===== config.mk =====
export PLATFORM = sky130hd
export DESIGN_NAME = arith_seq_unit_flat
export DESIGN_NICKNAME = d
export VERILOG_FILES = /design/src/rtl/arith_seq_unit_if.sv /design/src/rtl/arith_seq_unit.sv /design/src/flat_wrapper.sv
export SDC_FILE = /design/constraint.sdc
export NUM_CORES = 1
export LEC_CHECK = 0
export CORE_UTILIZATION = 55
export CTS_CLUSTER_DIAMETER = 50
export DETAILED_ROUTE_END_ITERATION = 7
export PLACE_DENSITY = 0.79
export RECOVER_POWER = 25
export REMOVE_ABC_BUFFERS = 1
export SKIP_LAST_GASP = 1
export SLEW_MARGIN = 20
export SYNTH_ARGS = -nofsm -noshare
export SYNTH_HDL_FRONTEND = slang
export SYNTH_SLANG_ARGS = --single-unit

===== constraint.sdc =====
create_clock -name clk -period 11.6 [get_ports clk]
set_clock_uncertainty 0.15 [all_clocks]
set_input_delay 2.32 -clock clk [delete_from_list [all_inputs] [get_ports clk]]
set_output_delay 2.32 -clock clk [all_outputs]
set_load 0.01 [all_outputs]

===== src/rtl/arith_seq_unit_if.sv =====
// Request/response bundle for arith_seq_unit: operands and opcode in, result and status out.
interface arith_seq_unit_if #(
  parameter int WIDTH = 16,
  parameter int IMM_W = 8,
  parameter int SH_W  = 4
);
  logic             start;
  logic [3:0]       op;
  logic [WIDTH-1:0] a_in;
  logic [WIDTH-1:0] r_in;
  logic [WIDTH-1:0] m_in;
  logic [WIDTH-1:0] in_port;
  logic [IMM_W-1:0] imm;
  logic [SH_W-1:0]  shamt;
  logic             busy;
  logic             done;
  logic [WIDTH-1:0] result;
  logic [WIDTH-1:0] result_hi;
  logic             flag_z;
  logic             flag_c;
  logic             flag_n;
  logic             flag_v;

  modport master (
    output start, op, a_in, r_in, m_in, in_port, imm, shamt,
    input  busy, done, result, result_hi, flag_z, flag_c, flag_n, flag_v
  );

  modport slave (
    input  start, op, a_in, r_in, m_in, in_port, imm, shamt,
    output busy, done, result, result_hi, flag_z, flag_c, flag_n, flag_v
  );
endinterface


===== src/rtl/arith_seq_unit.sv =====
// Registered arithmetic unit: single-cycle ALU ops plus multi-cycle N-bit rotate
// and unsigned shift-add multiply, with Z/C/N/V flag registers.
module arith_seq_unit #(
  parameter int WIDTH = 16,
  parameter int IMM_W = 8,
  parameter int SH_W  = 4
) (
  input logic              clk,
  input logic              rst,
  arith_seq_unit_if.slave  bus
);

  localparam int CNT_W = SH_W + 1;

  typedef enum logic [1:0] {S_IDLE, S_ROT, S_MUL} state_e;

  typedef enum logic [3:0] {
    OP_R, OP_M, OP_IMM, OP_AND, OP_OR, OP_ADD, OP_SUB, OP_IN,
    OP_NOT, OP_INC, OP_DEC, OP_SHL1, OP_SHR1, OP_ROR1, OP_ROR, OP_MUL
  } op_e;

  state_e             state_q, state_d;
  logic               busy_q, busy_d;
  logic               done_q, done_d;
  logic [WIDTH-1:0]   result_q, result_d;
  logic [WIDTH-1:0]   result_hi_q, result_hi_d;
  logic               z_q, z_d, c_q, c_d, n_q, n_d, v_q, v_d;
  logic [CNT_W-1:0]   cnt_q, cnt_d;
  logic [WIDTH-1:0]   acc_q, acc_d;
  logic [WIDTH-1:0]   mcand_q, mcand_d;
  logic [2*WIDTH-1:0] prod_q, prod_d;

  logic [WIDTH-1:0]   alu_res;
  logic               alu_c, alu_v;
  logic [WIDTH:0]     sum;
  logic [WIDTH-1:0]   rot_next;
  logic [WIDTH:0]     mul_sum;
  logic [2*WIDTH-1:0] mul_next;

  always_comb begin
    sum     = '0;
    alu_res = '0;
    alu_c   = 1'b0;
    alu_v   = 1'b0;
    case (op_e'(bus.op))
      OP_R:    alu_res = bus.r_in;
      OP_M:    alu_res = bus.m_in;
      OP_IMM:  alu_res = WIDTH'(bus.imm);
      OP_AND:  alu_res = bus.a_in & bus.r_in;
      OP_OR:   alu_res = bus.a_in | bus.r_in;
      OP_ADD: begin
        sum     = {1'b0, bus.a_in} + {1'b0, bus.r_in};
        alu_res = sum[WIDTH-1:0];
        alu_c   = sum[WIDTH];
        alu_v   = (bus.a_in[WIDTH-1] == bus.r_in[WIDTH-1]) && (alu_res[WIDTH-1] != bus.a_in[WIDTH-1]);
      end
      // Wrapped subtraction leaves the borrow in the extra top bit.
      OP_SUB: begin
        sum     = {1'b0, bus.a_in} - {1'b0, bus.r_in};
        alu_res = sum[WIDTH-1:0];
        alu_c   = sum[WIDTH];
        alu_v   = (bus.a_in[WIDTH-1] != bus.r_in[WIDTH-1]) && (alu_res[WIDTH-1] != bus.a_in[WIDTH-1]);
      end
      OP_IN:   alu_res = bus.in_port;
      OP_NOT:  alu_res = ~bus.a_in;
      OP_INC: begin
        sum     = {1'b0, bus.a_in} + (WIDTH+1)'(1);
        alu_res = sum[WIDTH-1:0];
        alu_c   = sum[WIDTH];
        alu_v   = ~bus.a_in[WIDTH-1] & alu_res[WIDTH-1];
      end
      OP_DEC: begin
        sum     = {1'b0, bus.a_in} - (WIDTH+1)'(1);
        alu_res = sum[WIDTH-1:0];
        alu_c   = sum[WIDTH];
        alu_v   = bus.a_in[WIDTH-1] & ~alu_res[WIDTH-1];
      end
      OP_SHL1: begin
        alu_res = {bus.a_in[WIDTH-2:0], 1'b0};
        alu_c   = bus.a_in[WIDTH-1];
      end
      OP_SHR1: begin
        alu_res = {1'b0, bus.a_in[WIDTH-1:1]};
        alu_c   = bus.a_in[0];
      end
      OP_ROR1: begin
        alu_res = {bus.a_in[0], bus.a_in[WIDTH-1:1]};
        alu_c   = bus.a_in[0];
      end
      OP_ROR:  alu_res = bus.a_in;
      default: alu_res = '0;
    endcase
  end

  assign rot_next = {acc_q[0], acc_q[WIDTH-1:1]};
  assign mul_sum  = {1'b0, prod_q[2*WIDTH-1:WIDTH]} + (prod_q[0] ? {1'b0, mcand_q} : '0);
  assign mul_next = {mul_sum, prod_q[WIDTH-1:1]};

  always_comb begin
    state_d     = state_q;
    busy_d      = busy_q;
    done_d      = 1'b0;
    result_d    = result_q;
    result_hi_d = result_hi_q;
    z_d         = z_q;
    c_d         = c_q;
    n_d         = n_q;
    v_d         = v_q;
    cnt_d       = cnt_q;
    acc_d       = acc_q;
    mcand_d     = mcand_q;
    prod_d      = prod_q;
    case (state_q)
      S_IDLE: begin
        if (bus.start) begin
          if (op_e'(bus.op) == OP_MUL) begin
            state_d = S_MUL;
            busy_d  = 1'b1;
            mcand_d = bus.a_in;
            prod_d  = {{WIDTH{1'b0}}, bus.r_in};
            cnt_d   = CNT_W'(WIDTH);
          end else if (op_e'(bus.op) == OP_ROR && bus.shamt != '0) begin
            state_d = S_ROT;
            busy_d  = 1'b1;
            acc_d   = bus.a_in;
            cnt_d   = CNT_W'(bus.shamt);
          end else begin
            done_d      = 1'b1;
            result_d    = alu_res;
            result_hi_d = '0;
            z_d         = (alu_res == '0);
            n_d         = alu_res[WIDTH-1];
            c_d         = alu_c;
            v_d         = alu_v;
          end
        end
      end
      // Rotation completes on the edge that performs the last 1-bit step.
      S_ROT: begin
        acc_d = rot_next;
        cnt_d = cnt_q - 1'b1;
        if (cnt_q == CNT_W'(1)) begin
          state_d     = S_IDLE;
          busy_d      = 1'b0;
          done_d      = 1'b1;
          result_d    = rot_next;
          result_hi_d = '0;
          z_d         = (rot_next == '0);
          n_d         = rot_next[WIDTH-1];
          c_d         = rot_next[WIDTH-1];
          v_d         = 1'b0;
        end
      end
      S_MUL: begin
        prod_d = mul_next;
        cnt_d  = cnt_q - 1'b1;
        if (cnt_q == CNT_W'(1)) begin
          state_d     = S_IDLE;
          busy_d      = 1'b0;
          done_d      = 1'b1;
          result_d    = mul_next[WIDTH-1:0];
          result_hi_d = mul_next[2*WIDTH-1:WIDTH];
          z_d         = (mul_next == '0);
          n_d         = mul_next[2*WIDTH-1];
          c_d         = (mul_next[2*WIDTH-1:WIDTH] != '0);
          v_d         = 1'b0;
        end
      end
      default: state_d = S_IDLE;
    endcase
  end

  always_ff @(posedge clk or posedge rst) begin
    if (rst) begin
      state_q     <= S_IDLE;
      busy_q      <= 1'b0;
      done_q      <= 1'b0;
      result_q    <= '0;
      result_hi_q <= '0;
      z_q         <= 1'b0;
      c_q         <= 1'b0;
      n_q         <= 1'b0;
      v_q         <= 1'b0;
      cnt_q       <= '0;
      acc_q       <= '0;
      mcand_q     <= '0;
      prod_q      <= '0;
    end else begin
      state_q     <= state_d;
      busy_q      <= busy_d;
      done_q      <= done_d;
      result_q    <= result_d;
      result_hi_q <= result_hi_d;
      z_q         <= z_d;
      c_q         <= c_d;
      n_q         <= n_d;
      v_q         <= v_d;
      cnt_q       <= cnt_d;
      acc_q       <= acc_d;
      mcand_q     <= mcand_d;
      prod_q      <= prod_d;
    end
  end

  assign bus.busy      = busy_q;
  assign bus.done      = done_q;
  assign bus.result    = result_q;
  assign bus.result_hi = result_hi_q;
  assign bus.flag_z    = z_q;
  assign bus.flag_c    = c_q;
  assign bus.flag_n    = n_q;
  assign bus.flag_v    = v_q;

endmodule


===== src/flat_wrapper.sv =====
// flat-port wrapper written by rule: the top's interface ports become plain ports
module arith_seq_unit_flat 
#(
  parameter int WIDTH = 16,
  parameter int IMM_W = 8,
  parameter int SH_W  = 4
)
  (clk, rst, bus_start, bus_op, bus_a_in, bus_r_in, bus_m_in, bus_in_port, bus_imm, bus_shamt, bus_busy, bus_done, bus_result, bus_result_hi, bus_flag_z, bus_flag_c, bus_flag_n, bus_flag_v);
  arith_seq_unit_if #(.WIDTH(WIDTH), .IMM_W(IMM_W), .SH_W(SH_W)) bus_i ();
  input logic clk;
  input logic rst;
  input wire logic [$bits(bus_i.start)-1:0] bus_start;
  input wire logic [$bits(bus_i.op)-1:0] bus_op;
  input wire logic [$bits(bus_i.a_in)-1:0] bus_a_in;
  input wire logic [$bits(bus_i.r_in)-1:0] bus_r_in;
  input wire logic [$bits(bus_i.m_in)-1:0] bus_m_in;
  input wire logic [$bits(bus_i.in_port)-1:0] bus_in_port;
  input wire logic [$bits(bus_i.imm)-1:0] bus_imm;
  input wire logic [$bits(bus_i.shamt)-1:0] bus_shamt;
  output wire logic [$bits(bus_i.busy)-1:0] bus_busy;
  output wire logic [$bits(bus_i.done)-1:0] bus_done;
  output wire logic [$bits(bus_i.result)-1:0] bus_result;
  output wire logic [$bits(bus_i.result_hi)-1:0] bus_result_hi;
  output wire logic [$bits(bus_i.flag_z)-1:0] bus_flag_z;
  output wire logic [$bits(bus_i.flag_c)-1:0] bus_flag_c;
  output wire logic [$bits(bus_i.flag_n)-1:0] bus_flag_n;
  output wire logic [$bits(bus_i.flag_v)-1:0] bus_flag_v;
  assign bus_i.start = bus_start;
  assign bus_i.op = bus_op;
  assign bus_i.a_in = bus_a_in;
  assign bus_i.r_in = bus_r_in;
  assign bus_i.m_in = bus_m_in;
  assign bus_i.in_port = bus_in_port;
  assign bus_i.imm = bus_imm;
  assign bus_i.shamt = bus_shamt;
  assign bus_busy = bus_i.busy;
  assign bus_done = bus_i.done;
  assign bus_result = bus_i.result;
  assign bus_result_hi = bus_i.result_hi;
  assign bus_flag_z = bus_i.flag_z;
  assign bus_flag_c = bus_i.flag_c;
  assign bus_flag_n = bus_i.flag_n;
  assign bus_flag_v = bus_i.flag_v;
  arith_seq_unit #(.WIDTH(WIDTH), .IMM_W(IMM_W), .SH_W(SH_W)) u_core (.clk(clk), .rst(rst), .bus(bus_i));
endmodule

==> images/placement.png <==
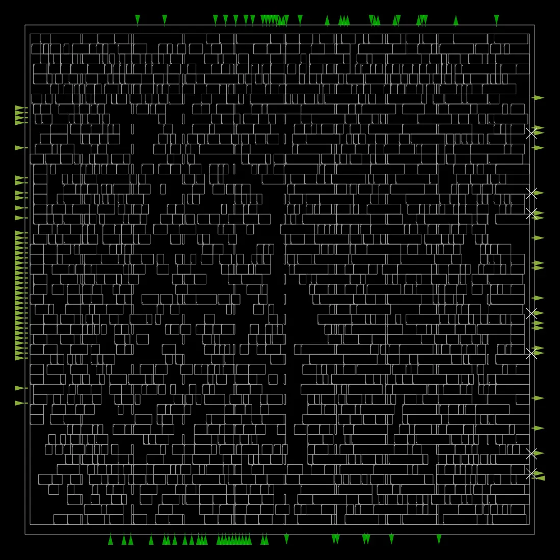
Core Util, Final: 0.655
Row Count: 49
Core Box Area: 18,100 um^2
fillers: 1,551

==> images/io_placement.png <==
Bar = 50 um. Pins as bars across the die edge, other pins in grey.
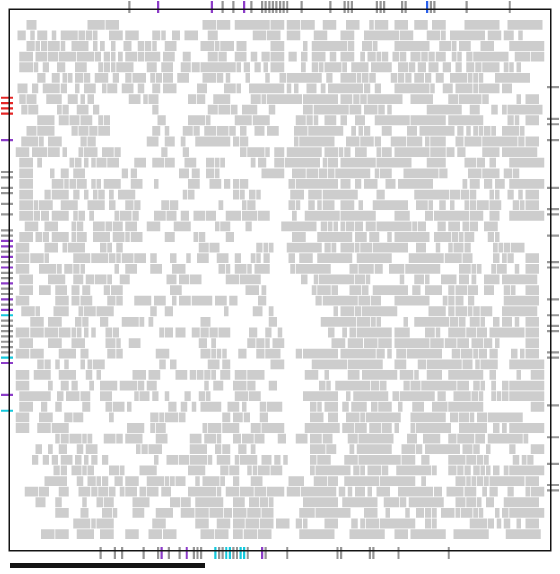
Key: `bus_flag_n` = blue [pins 1, direction output, edge top]; `bus_m_in` = purple [pins 16, direction input, edge 10 left, 3 bottom, 3 top]; `bus_op` = red [pins 4, direction input, edge left]; `bus_imm` = cyan [pins 8, direction input, edge 5 bottom, 3 left]

==> flow_summary.toml <==
# physical design summary
[layout]
syn2layout_area_growth_pct = 15.7
flop_area_um2 = 2730
top_register = "u_core.prod_q"
antennaDiodeCount = 0
final_cells = 1570
area_dominant_class = "combinational gates"
lay_top_count = "nand2_1"
lay_top_cells = "149 x nand2_1, 111 x o21ai_0, 109 x dfrtp_1, 101 x clkdlybuf4s50_1, 77 x nor2_1"
final-clk-cell-share = 0.0273
nets = 1497
comb_share = 0.582
buffer_area_frac = 0.115
signal_buffers = 143
seq_share = 0.230
nonClockInverterCount = 69
comb_area_um2 = 6890
comb_cells = 1004
largest_reg_flops = 32
design.seq.count = 109
drive_above_1_share = 0.0708
fin_area_um2 = 11800

[floorplanning]
die_x_um = 138
die-area_um2 = 19200
fp_util = 0.566
die_h_um = 138
taps = 229
pin_count = 121

[clock_network]
cts_setup_buffers = 0
clkTransAtPathRegs_ns = 0.08
clock_sinks = 109
ctsRootBufferMaster = "clkbuf_16"
clock_tree.buffer_depth = 2
cts_made_buffers = 9
cts_tree = "done"
ctsHoldBuffers = 0
ctsResizeCount = 0
cts-htree-levels = 3
insertion_delay_ns = 0.35

[job]
warnings = 63
cap_violations = 1

[routing]
wl_per_cell_um = 23.6
dr_wl_met3_um = 3500
num_vias = 10752
routed.top_layer = "met5"
drc = 14
dr_wl_met2_um = 16700
routed_wirelength_um = 37000
via_per_inst = 6.85
drtIter0Drc = 1137
drt_first_pass_iters = 7
ant_nets = 0

[synth]
mux_share = 0.0695
async_reset_ff_frac = 1.00
syn_inst = 1278
synth_area_um2 = 10200
top_cells_by_count = "149 x nand2_1, 111 x o21ai_0, 109 x dfrtp_1, 77 x nor2_1, 75 x ha_1"
yosys.area_share.aoi = 0.285
top_area_frac = 0.266
synth_cell_types = 85
ys.flop_type = "dfrtp_1"
most_common_cell = "nand2_1"
fa_ha_area_frac = 0.0975
synth.avg_cell_area_um2 = 8.01
edf_count = 0
synth_stat.cells = 1278
synth.area.top_cells = "dfrtp_1 27%, ha_1 9.2%, nand2_1 5.5%"
synth.cellmix.simpleShare = 0.193
ys_warn_count = 0
ys_ff = 109
logic_family = "AND-OR/OR-AND gates"
largest_area_cell = "dfrtp_1"
xor_share = 0.0222
ys_area_um2 = 10200

[run_status]
outcome = "finished with violations"
violations = "DRC, capacitance limit, slew limit"

[critical_path]
cp.arrival_ns = 6.97
critical_path_depth = 13
cp_top_family = "AND-OR/OR-AND gates"
reg2reg_setup_slack_ns = 7.33
path_buffers = 2
path_class = "in -> reg"
startpoint = "bus_a_in[1]"
required_ns = 11.67
crit_end = "u_core.bus.flag_n$_DFFE_PP0P_"
crit_path_end_kind = "register"
path_cells = "clkdlybuf4s50_1, inv_1, ha_1, a211oi_1, o21bai_1, a2111oi_0, o41ai_1, a31o_2, a21oi_1, o21bai_1, mux2i_1, nor4_1, o21ai_0"
critPathMostFrequentCell = "o21bai_1"
cp_slowest_cell = "a2111oi_0"
worstReg2RegStart = "u_core.prod_q[0]$_DFFE_PP0P_"
ff2ff_path_depth = 14
crit_path_start_kind = "input pin"
path_max_fanout = 15
cpPeakStageDelay_ns = 1.01
timing.rr.end = "u_core.bus.flag_c$_DFFE_PP0P_"

[global_routing]
grtUsageMet1 = 0.507
grt_antenna_before_repair = 1
grtUsageMet3 = 0.0665
grt_pass1_vias = 10290
gr-max-usage-layer = "met2"
grt_max_degree = 64
gr-usage-met2 = 0.616
grt_use_total = 0.389
grt.overflow.total = 0
grt_pass1_wl_um = 58100

[placed_design]
hpwl_um = 27400
preCtsSetupSlack_ns = 4.52
placed_cell_area_um2 = 11500
place_congestion = 1.00
numPortBuffers = 120
dp.cells = 1554

[sta]
setup_ws_ns = 4.70
final.period_utilization = 0.594
min_period_ns = 6.90
fmax_mhz = 145
setup-violations-final = 0
drv_slew = 51
holdWs_ns = 0.324
fin_setup_tns_ns = 0
rsz0062_at_grt = "no"
hold_viol_final = 0
max_slew_margin = -0.448
worstMarginPinSlew_ns = 2.16

[power]
power_switching_w = 0.000808
clockPowerShare = 0.181
finalPower_w = 0.00185
combPwrFrac = 0.487
power.density_nw_per_um2 = 156
vdd.ir_drop.worst_uv = 101
p_leak_nw = 4.97
intPower_w = 0.00105
maxPowerGroup = "combinational cells"
seqPwrFrac = 0.331
seq_power_w = 0.000614
power_clock_w = 0.000336

[hold_path]
min_to = "u_core.bus.result_hi[11]$_DFFE_PP0P_"
min_path_cells = 2
hold_start = "u_core.bus.result_hi[11]$_DFFE_PP0P_"
min-delay-path-class = "reg -> reg"
